**Run 1: clock wires, drivers and flops**

The bar under the picture is 20 um long.
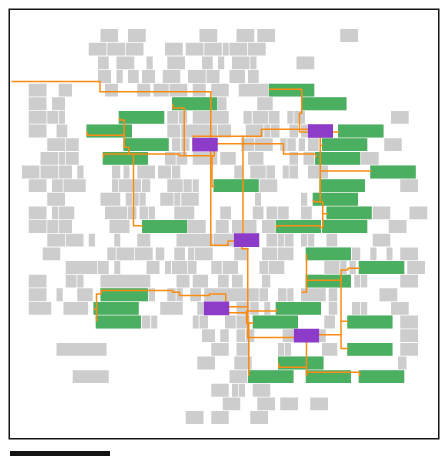
**Run 1: the clock network**

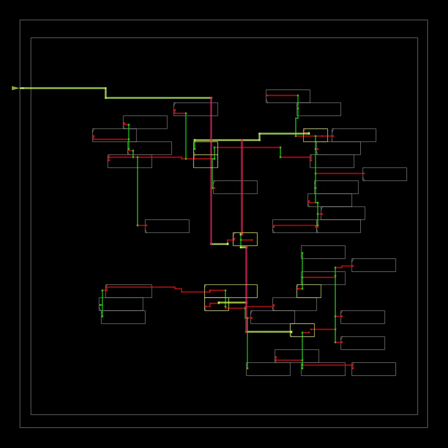
**Run 1: placed cells, one colour a class**

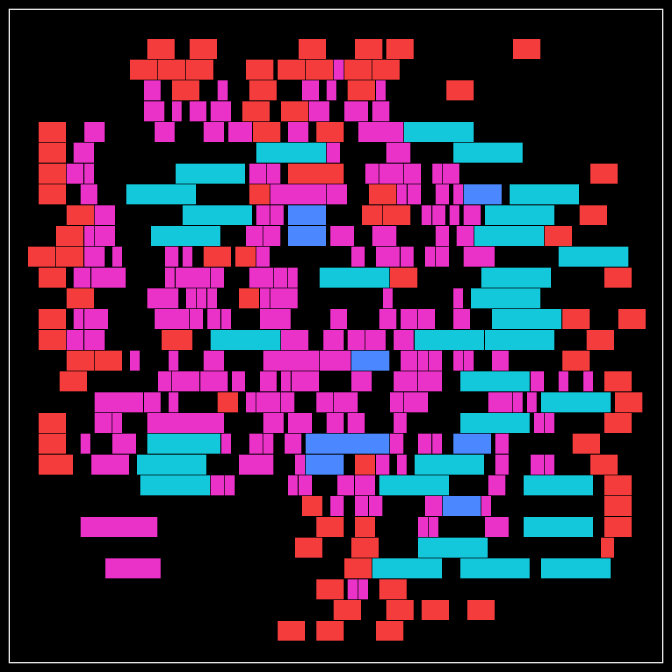
==> src/rtl/tilemap_arbiter_pkg.sv <==
// -----------------------------------------------------------------------------
// tilemap_arbiter_pkg
// Shared definitions for the tilemap RAM arbiter: maze geometry, FSM state
// encodings and small helpers used by the arbiter and its round-robin picker.
// -----------------------------------------------------------------------------
package tilemap_arbiter_pkg;

  // Maze geometry (tiles). The tile count bounds the legal RAM index range.
  localparam int TILE_ROW_NUM   = 31;
  localparam int TILE_COL_NUM   = 28;
  localparam int TILE_COUNT_DEF = TILE_ROW_NUM * TILE_COL_NUM;

  // Read data returned for an out-of-range tile: behaves like a solid wall.
  localparam logic [1:0] RDATA_WALL = 2'b10;

  typedef enum logic [2:0] {
    TARB_IDLE   = 3'd0,
    TARB_ISSUE  = 3'd1,
    TARB_WAIT   = 3'd2,
    TARB_RMW_WR = 3'd3,
    TARB_DONE   = 3'd4
  } tarb_state_e;

  // Round-robin pointer after serving 'owner': next requester, wrapping back
  // to 1 because requester 0 never takes part in the rotation.
  function automatic int rr_wrap_next(input int owner, input int num_req);
    if (owner >= num_req - 1) return 1;
    else return owner + 1;
  endfunction

endpackage

==> src/rtl/tilemap_arbiter_rr_pick.sv <==
// -----------------------------------------------------------------------------
// tilemap_arbiter_rr_pick
// Combinational round-robin picker over requesters 1..NUM_REQ-1.
// Ports:
//   i_req   [NUM_REQ-2:0]  requests of requesters 1..NUM_REQ-1 (bit k = req k+1)
//   i_ptr   [PTR_W-1:0]    requester number with highest priority (1..NUM_REQ-1)
//   o_grant [NUM_REQ-2:0]  one-hot grant, same bit mapping as i_req
//   o_valid                at least one request present
// -----------------------------------------------------------------------------
module tilemap_arbiter_rr_pick #(
  parameter int NUM_REQ = 4,
  parameter int PTR_W   = 2
) (
  input  logic [NUM_REQ-2:0] i_req,
  input  logic [PTR_W-1:0]   i_ptr,
  output logic [NUM_REQ-2:0] o_grant,
  output logic               o_valid
);

  // First pass scans ptr..NUM_REQ-1, second pass picks up the wrapped part
  // (1..ptr-1); anything above ptr was already rejected in the first pass.
  always_comb begin
    o_grant = '0;
    o_valid = 1'b0;
    for (int j = 1; j < NUM_REQ; j++) begin
      if (!o_valid && i_req[j-1] && (j >= int'(i_ptr))) begin
        o_grant[j-1] = 1'b1;
        o_valid      = 1'b1;
      end else begin
        o_valid = o_valid;
      end
    end
    for (int j = 1; j < NUM_REQ; j++) begin
      if (!o_valid && i_req[j-1]) begin
        o_grant[j-1] = 1'b1;
        o_valid      = 1'b1;
      end else begin
        o_valid = o_valid;
      end
    end
  end

endmodule

==> src/rtl/tilemap_arbiter.sv <==
// -----------------------------------------------------------------------------
// tilemap_arbiter
// Shares the single-port tilemap RAM ({wall,dot} per tile) among NUM_REQ
// requesters. Requester 0 (renderer) has fixed top priority, limited by a
// starvation counter; requesters 1..NUM_REQ-1 rotate round-robin. One
// transaction in flight, 1-cycle RAM read latency. All outputs registered.
// Ports:
//   clk, reset (async, active-low)
//   req/we/wdata [NUM_REQ]   per-requester request, write flag, dot value
//   idx [NUM_REQ*IDX_W]      per-requester tile index (slice i = requester i)
//   ack [NUM_REQ]            1-cycle completion pulse to the owner
//   rdata [2]                {wall,dot}, valid with ack
//   mem_en/mem_we/mem_idx/mem_wdata  RAM command; mem_rdata [2] RAM read data
// Configuration macro: TILEMAP_ARB_RMW_EN -- reads with wdata=0 atomically
//   clear the dot they return (consume), via an extra RMW_WR state.
// -----------------------------------------------------------------------------
module tilemap_arbiter
  import tilemap_arbiter_pkg::*;
#(
  parameter int NUM_REQ      = 4,
  parameter int IDX_W        = 10,
  parameter int TILE_COUNT   = TILE_COUNT_DEF,
  parameter int STARVE_LIMIT = 8
) (
  input  logic                     clk,
  input  logic                     reset,
  input  logic [NUM_REQ-1:0]       req,
  input  logic [NUM_REQ-1:0]       we,
  input  logic [NUM_REQ*IDX_W-1:0] idx,
  input  logic [NUM_REQ-1:0]       wdata,
  output logic [NUM_REQ-1:0]       ack,
  output logic [1:0]               rdata,
  output logic                     mem_en,
  output logic                     mem_we,
  output logic [IDX_W-1:0]         mem_idx,
  output logic                     mem_wdata,
  input  logic [1:0]               mem_rdata
);

  localparam int PTR_W = $clog2(NUM_REQ);
  localparam int CNT_W = $clog2(STARVE_LIMIT + 1);
  localparam logic [CNT_W-1:0] STARVE_MAX = CNT_W'(STARVE_LIMIT);
  localparam logic [IDX_W:0]   TILE_LIM   = (IDX_W+1)'(TILE_COUNT);

  tarb_state_e r_state;
  tarb_state_e w_next_state;

  logic [PTR_W-1:0]   r_owner;
  logic               r_we;
  logic               r_oob;
  logic [PTR_W-1:0]   r_rr_ptr;
  logic [CNT_W-1:0]   r_starve;
`ifdef TILEMAP_ARB_RMW_EN
  logic [IDX_W-1:0]   r_idx;
  logic               r_wdata;
  logic [1:0]         r_cap;
`endif

  logic [NUM_REQ-2:0] w_rr_grant;
  logic               w_rr_valid;
  logic [PTR_W-1:0]   w_rr_owner;
  logic               w_force_rr;
  logic [PTR_W-1:0]   w_owner;
  logic [IDX_W-1:0]   w_sel_idx;
  logic               w_sel_we;
  logic               w_sel_wdata;
  logic               w_sel_oob;

  tilemap_arbiter_rr_pick #(
    .NUM_REQ (NUM_REQ),
    .PTR_W   (PTR_W)
  ) u_rr_pick (
    .i_req   (req[NUM_REQ-1:1]),
    .i_ptr   (r_rr_ptr),
    .o_grant (w_rr_grant),
    .o_valid (w_rr_valid)
  );

  // Owner selection: renderer wins unless it is idle or an RR requester has
  // waited through STARVE_LIMIT consecutive renderer grants.
  always_comb begin
    w_rr_owner = '0;
    for (int j = 1; j < NUM_REQ; j++) begin
      if (w_rr_grant[j-1]) w_rr_owner = PTR_W'(j);
      else w_rr_owner = w_rr_owner;
    end
    w_force_rr = w_rr_valid && (!req[0] || (r_starve == STARVE_MAX));
    if (w_force_rr) w_owner = w_rr_owner;
    else w_owner = '0;
    w_sel_idx   = idx[int'(w_owner)*IDX_W +: IDX_W];
    w_sel_we    = we[w_owner];
    w_sel_wdata = wdata[w_owner];
    w_sel_oob   = ({1'b0, w_sel_idx} >= TILE_LIM);
  end

  // FSM state register
  always_ff @(posedge clk or negedge reset) begin
    if (!reset) r_state <= TARB_IDLE;
    else r_state <= w_next_state;
  end

  // FSM next-state logic
  always_comb begin
    w_next_state = r_state;
    case (r_state)
      TARB_IDLE: begin
        if (|req) w_next_state = TARB_ISSUE;
        else w_next_state = TARB_IDLE;
      end
      TARB_ISSUE: begin
        // Writes and out-of-range accesses have no read data to wait for.
        if (r_oob || r_we) w_next_state = TARB_DONE;
        else w_next_state = TARB_WAIT;
      end
      TARB_WAIT: begin
`ifdef TILEMAP_ARB_RMW_EN
        // Consume: a wdata=0 read that found a dot clears it before acking.
        if (!r_wdata && mem_rdata[0]) w_next_state = TARB_RMW_WR;
        else w_next_state = TARB_DONE;
`else
        w_next_state = TARB_DONE;
`endif
      end
      TARB_RMW_WR: w_next_state = TARB_DONE;
      TARB_DONE:   w_next_state = TARB_IDLE;
      default:     w_next_state = TARB_IDLE;
    endcase
  end

  // Grant bookkeeping: latch the transaction, advance RR pointer and starve counter
  always_ff @(posedge clk or negedge reset) begin
    if (!reset) begin
      r_owner  <= '0;
      r_we     <= 1'b0;
      r_oob    <= 1'b0;
      r_rr_ptr <= PTR_W'(1);
      r_starve <= '0;
    end else if (r_state == TARB_IDLE && |req) begin
      r_owner <= w_owner;
      r_we    <= w_sel_we;
      r_oob   <= w_sel_oob;
      if (w_force_rr) begin
        r_rr_ptr <= PTR_W'(rr_wrap_next(int'(w_rr_owner), NUM_REQ));
        r_starve <= '0;
      end else if (w_rr_valid) begin
        if (r_starve != STARVE_MAX) r_starve <= r_starve + CNT_W'(1);
        else r_starve <= r_starve;
      end else begin
        r_starve <= '0;
      end
    end else begin
      r_owner <= r_owner;
    end
  end

`ifdef TILEMAP_ARB_RMW_EN
  // Consume path: keep index/wdata for the clear and the pre-clear read value
  always_ff @(posedge clk or negedge reset) begin
    if (!reset) begin
      r_idx   <= '0;
      r_wdata <= 1'b0;
      r_cap   <= 2'b00;
    end else begin
      if (r_state == TARB_IDLE && |req) begin
        r_idx   <= w_sel_idx;
        r_wdata <= w_sel_wdata;
      end else begin
        r_idx <= r_idx;
      end
      if (r_state == TARB_WAIT) r_cap <= mem_rdata;
      else r_cap <= r_cap;
    end
  end
`endif

  // Registered outputs, decoded from the state being entered so they are
  // valid for exactly the cycle spent in that state.
  always_ff @(posedge clk or negedge reset) begin
    if (!reset) begin
      ack       <= '0;
      rdata     <= 2'b00;
      mem_en    <= 1'b0;
      mem_we    <= 1'b0;
      mem_idx   <= '0;
      mem_wdata <= 1'b0;
    end else begin
      ack       <= '0;
      rdata     <= 2'b00;
      mem_en    <= 1'b0;
      mem_we    <= 1'b0;
      mem_idx   <= '0;
      mem_wdata <= 1'b0;
      case (w_next_state)
        TARB_ISSUE: begin
          // ISSUE is only entered from IDLE, so the live selection applies.
          if (!w_sel_oob) begin
            mem_en    <= 1'b1;
            mem_we    <= w_sel_we;
            mem_idx   <= w_sel_idx;
            mem_wdata <= w_sel_wdata;
          end else begin
            mem_en <= 1'b0;
          end
        end
`ifdef TILEMAP_ARB_RMW_EN
        TARB_RMW_WR: begin
          mem_en    <= 1'b1;
          mem_we    <= 1'b1;
          mem_idx   <= r_idx;
          mem_wdata <= 1'b0;
        end
`endif
        TARB_DONE: begin
          ack[r_owner] <= 1'b1;
          if (r_state == TARB_WAIT) rdata <= mem_rdata;
`ifdef TILEMAP_ARB_RMW_EN
          else if (r_state == TARB_RMW_WR) rdata <= r_cap;
`endif
          else if (r_oob) rdata <= RDATA_WALL;
          else rdata <= 2'b00;
        end
        default: begin
          mem_en <= 1'b0;
        end
      endcase
    end
  end

endmodule

==> config.mk <==
export PLATFORM = sky130hd
export DESIGN_NAME = tilemap_arbiter
export DESIGN_NICKNAME = d
export VERILOG_FILES = /design/src/rtl/tilemap_arbiter_pkg.sv /design/src/rtl/tilemap_arbiter_rr_pick.sv /design/src/rtl/tilemap_arbiter.sv
export SDC_FILE = /design/constraint.sdc
export NUM_CORES = 1
export LEC_CHECK = 0
export CAP_MARGIN = 20
export CORE_MARGIN = 2
export CORE_UTILIZATION = 30
export CTS_CLUSTER_SIZE = 8
export DETAILED_ROUTE_END_ITERATION = 12
export GPL_ROUTABILITY_DRIVEN = 0
export GPL_TIMING_DRIVEN = 0
export PLACE_DENSITY = 0.66
export REMOVE_ABC_BUFFERS = 1
export SYNTH_ARGS = -nofsm -noshare
export SYNTH_HDL_FRONTEND = slang
export SYNTH_HIERARCHICAL = 1
export SYNTH_SLANG_ARGS = --single-unit
==> constraint.sdc <==
create_clock -name clk -period 2.67 [get_ports clk]
set_input_delay 0.267 -clock clk [delete_from_list [all_inputs] [get_ports clk]]
set_output_delay 0.267 -clock clk [all_outputs]
set_load 0.1 [all_outputs]
==> flow_metrics.tcl, run 1 <==
# metrics dict for downstream scripts
set metrics [dict create \
    synth.top_cells.by_area "dfrtp_1 (39%), nand2_1 (5.7%), o22ai_1 (4.1%), o21ai_0 (4.0%), nor2b_1 (3.2%)" \
    hold-worst-slack_ns 0.0220 \
    met1_usage 0.204 \
    grt_pass1_wl_mm 9.05 \
    inv_count 13 \
    crit_type "in -> reg" \
    hold_viol 0 \
    tightest_slew_ns 0.979 \
    drive_above_1_share 0.117 \
    root_buffer "clkbuf_8" \
    reg2reg_depth 8 \
    wl_met1_mm 2.54 \
    hp-class "in -> async" \
    antenna_found_initial 0 \
    wl_per_cell_um 14.9 \
    relSlewSlack 0.345 \
    ir_worst_vdd_v 0.000717 \
    critPathMaxFanout 11 \
    grt_pass1_vias 1913 \
    layout_top_cell "clkdlybuf4s50_1" \
    diodes 0 \
    cp-startpoint "req[2]" \
    status "finished, final reports clean" \
    ys.flop_type "dfrtp_1" \
    dominant-cell-class "multi-input combinational cells" \
    htreeDepth 2 \
    final_cell_mix "clkdlybuf4s50_1 (72), dfrtp_1 (31), nand2_1 (30)" \
    nNonClkBuffers 84 \
    cts_buffer_depth 2 \
    fp-utilization 0.311 \
    drt_wl_total_mm 5.72 \
    grt_util_met3 0.0409 \
    maxSlewViolCount 0 \
    grt.busiest_layer "met2" \
    drtIter0Drc 82 \
    drc 0 \
    fillers 641 \
    die_height_um 85.3 \
    ys_seq_share 0.404 \
    post-cts-setup-buffers 1 \
    clkSlewWorstSetupHoldPaths_ns 0.07 \
    power_leader "combinational logic" \
    p_comb_uw 2050 \
    netlist_instances 227 \
    tritoncts "done" \
    via_count 2023 \
    crit_chain "clkdlybuf4s50_1, nor2b_4, o22ai_4, nor3b_1, o31a_1, a211o_1, a211oi_4, buf_12, o21ai_0" \
    finalClockPeriodUsage 0.954 \
    slowest_stage "clkdlybuf4s50_1" \
    intPower_uw 1660 \
    warnings 26 \
    async_flop_share 1.00 \
    r2r_end "mem_en$_DFF_PN0_" \
    hold_buffers 0 \
    seqPwrFrac 0.236 \
    io_pins 75 \
    grt_use_met2 0.262 \
    synth.most_common_cell "dfrtp_1" \
    wl_met2_mm 2.76 \
    first_pass_iters 4 \
    bufAreaShareNonClock 0.271 \
    area.growth.synth_to_final_pct 54.4 \
    cts_resized 7 \
    p_switching_uw 1690 \
    highest_layer "met4" \
    chipArea_um2 7280 \
    drv_cap 0 \
    n_tap_cell 77 \
    post-route-util 0.480 \
    regArea_um2 802 \
    edf_count 0 \
    fmax_mhz 393 \
]
Notes on 'clock wires, drivers and flops' above:
legend:
  clock wires:
    colour: orange
    length: 468 um
  clock-net drivers:
    colour: purple
    count: 5
  flip-flops:
    colour: green
    count: 32
routed clock nets: 6
Late-Pin Clk Latency: 0.29 ns
Clk pwr share: 0.154
Clock net power: 516 uW
clk_skew: 0.00994 ns

Notes on 'the clock network' above:
flip-flops: 32
# clock sinks: 32
number of clock buffers in the layout: 7
number of CTS-inserted buffers: 5

Notes on 'placed cells, one colour a class' above:
legend:
  remaining buffers and delay cells:
    colour: red
    cells: 84
  remaining logic cells:
    colour: magenta
    cells: 183
  clock drivers and dummy loads:
    colour: blue
    cells: 8
  sequential cells:
    colour: cyan
    cells: 32
row cnt: 29
core box area: 6390 um^2

run 1: critical path: cells and delay by family:
kind | cells | cell delay [ns]
AOI/OAI and AO/OA | 5 | 1.20
buffers and inverters | 2 | 0.77
and+or+nand+nor | 2 | 0.44
run 1: registers in the layout, indices dropped and copies added (netlist names), 2 cells and up:
signal,cells
r_owner,2
r_state,3
mem_idx,10
rdata,2
ack,4
r_starve,4
r_rr_ptr,2
run 1: kinds of logic (layout without fill, tap and decap cells):
| kind of cell | count (synthesis) | after routing | synth area share |
|---|---|---|---|
| buf+inv | 25 | 105 | 0.0567 |
| mux | 2 | 2 | 0.0107 |
| flops | 32 | 32 | 0.404 |
| fa+ha+maj | 3 | 3 | 0.0189 |
| simple gates | 88 | 88 | 0.231 |
| compound gates | 77 | 77 | 0.278 |
==> run 2: changes to the inputs <==
--- a/config.mk
+++ b/config.mk
@@ -12,7 +12,7 @@
 export DETAILED_ROUTE_END_ITERATION = 12
 export GPL_ROUTABILITY_DRIVEN = 0
 export GPL_TIMING_DRIVEN = 0
-export PLACE_DENSITY = 0.66
+export PLACE_DENSITY = 0.68
 export REMOVE_ABC_BUFFERS = 1
 export SYNTH_ARGS = -nofsm -noshare
 export SYNTH_HDL_FRONTEND = slang
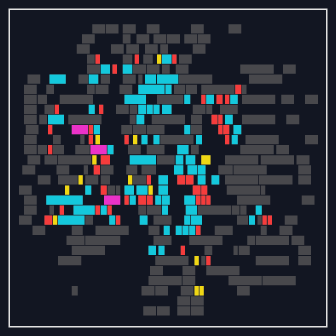
**Above:** run 2 (logic cells by family).
legend:
  nand cells:
    colour: red
    cells: 44
    most_used: nand2_1
  inv cells:
    colour: yellow
    cells: 13
    most_used: inv_1
  fa/ha/maj cells:
    colour: magenta
    cells: 3
    most_used: ha_1
  aoi and oai cells:
    colour: cyan
    cells: 65
    most_used: o21ai_0
Comb area share: 0.389
Post-Layout Cell Count: 377
most numerous logic cell after layout: clkdlybuf4s50_1

==> run 2 against run 1 <==
Net effect:
- worst setup slack gained 0.019 ns
- sequential share of layout area rose by 0.60 points
- combinational power fell by 2%
- largest power group unchanged
==> flow_metrics.tcl, run 2 <==
# metrics dict for downstream scripts
set metrics [dict create \
    n_tap_cell 77 \
    async_flop_share 1.00 \
    clkSlewWorstSetupHoldPaths_ns 0.07 \
    synth_xor_xnor_area_share 0 \
    grt_use_met2 0.276 \
    ys_sh_simple 0.231 \
    hold_buffers 0 \
    ff_count 32 \
    root_buffer "clkbuf_8" \
    finalClockPeriodUsage 0.947 \
    regArea_um2 802 \
    nNonClkBuffers 78 \
    top_regs "mem_idx: 10 flops, ack: 4 flops, r_starve: 4 flops" \
    critPathMaxFanout 22 \
    status "finished, final reports clean" \
    die_height_um 85.3 \
    largest_register_ffs 10 \
    ys_sh_mux 0.0107 \
    post-route-util 0.469 \
    grt_util_met3 0.0418 \
    grt_pass1_vias 1931 \
    io_pins 75 \
    chipArea_um2 7280 \
    bufAreaShareNonClock 0.261 \
    area.growth.synth_to_final_pct 50.9 \
    r2r_end "r_oob$_DFFE_PN0P_" \
    reg2reg_depth 8 \
    tightest_slew_ns 0.970 \
    diodes 0 \
    drt_wl_total_mm 5.50 \
    hp-class "in -> async" \
    antenna_found_initial 0 \
    cts_buffers 5 \
    crit_type "in -> reg" \
    wl_met1_mm 2.33 \
    first_pass_iters 4 \
    hold-worst-slack_ns 0.0382 \
    maxSlewViolCount 0 \
    ant_nets 0 \
    crit_chain "clkdlybuf4s50_1, nand2_1, a31o_4, nor2b_1, o31a_1, a211o_1, a211oi_4, buf_12, o221a_1" \
    dieWidth_um 85.3 \
    hold_viol 0 \
    comb_cells 170 \
    wl_per_cell_um 14.6 \
    fmax_mhz 395 \
    met1_usage 0.192 \
    ys_sh_adder 0.0189 \
    rows 29 \
    power.density_nw_per_um2 1070 \
    htreeDepth 2 \
    relSlewSlack 0.351 \
    synth.most_common_cell "dfrtp_1" \
    grt.busiest_layer "met2" \
    fillers 646 \
    tritoncts "done" \
    warnings 26 \
    coreArea_um2 6390 \
    clock_sinks 32 \
    regMostFlops "mem_idx" \
    crit_buf_inv 2 \
    cp-startpoint "req[3]" \
    top_logic_kind "AND-OR/OR-AND gates" \
    fp-utilization 0.311 \
    clock_latency_ns 0.28 \
    skew_ns 0.00991 \
    ir_worst_vdd_v 0.000734 \
    aoi_share 0.278 \
    netlist_instances 227 \
    drc 0 \
    highest_layer "met4" \
    cts_buffer_depth 2 \
    grt_pass1_wl_mm 9.09 \
    drv_cap 0 \
    via_count 1939 \
    ys.flop_type "dfrtp_1" \
    final_cell_mix "clkdlybuf4s50_1 (73), dfrtp_1 (31), nand2_1 (30)" \
    wl_met2_mm 2.81 \
    drtIter0Drc 113 \
    dominant-cell-class "multi-input combinational cells" \
    drive_above_1_share 0.110 \
    ys_seq_share 0.404 \
    inv_count 13 \
    clkbuf_count 7 \
    edf_count 0 \
    slowest_stage "clkdlybuf4s50_1" \
    synth.top_cells.by_area "dfrtp_1 (39%), nand2_1 (5.7%), o22ai_1 (4.1%), o21ai_0 (4.0%), nor2b_1 (3.2%)" \
    worst-path-stages 9 \
    crit_family "AND-OR/OR-AND gates" \
]
run 2: report_power, final:
part           leakage, uW  switching (uW)  total [uW]  internal [uW]
sequential        0.000419             119         791            671
combinational     0.000746            1370        2010            636
clock            0.0000503             168         397            229
total              0.00121            1660        3200           1540
run 2: through the flow:
| step | setup TNS (ns) | cell area (um^2) | total power (uW) |
|---|---|---|---|
| detailed placement | -10.25 | 2790 | 2710 |
| floorplan | -5.08 | 1920 | 2170 |
| global route | -0.000470 | 3000 | 3400 |
| CTS | 0 | 2950 | 3170 |
| finish | 0 | 3000 | 3200 |
| global placement | -25.42 | 2760 | 2660 |
run 2: repair_timing:
action | in CTS | in global routing
pin swaps | 1 | 1
setup endpoints to repair | 14 | 14
gates resized | 8 | 9
buffers inserted | 1 | 0
Power is estimated from default activity; no workload was simulated.
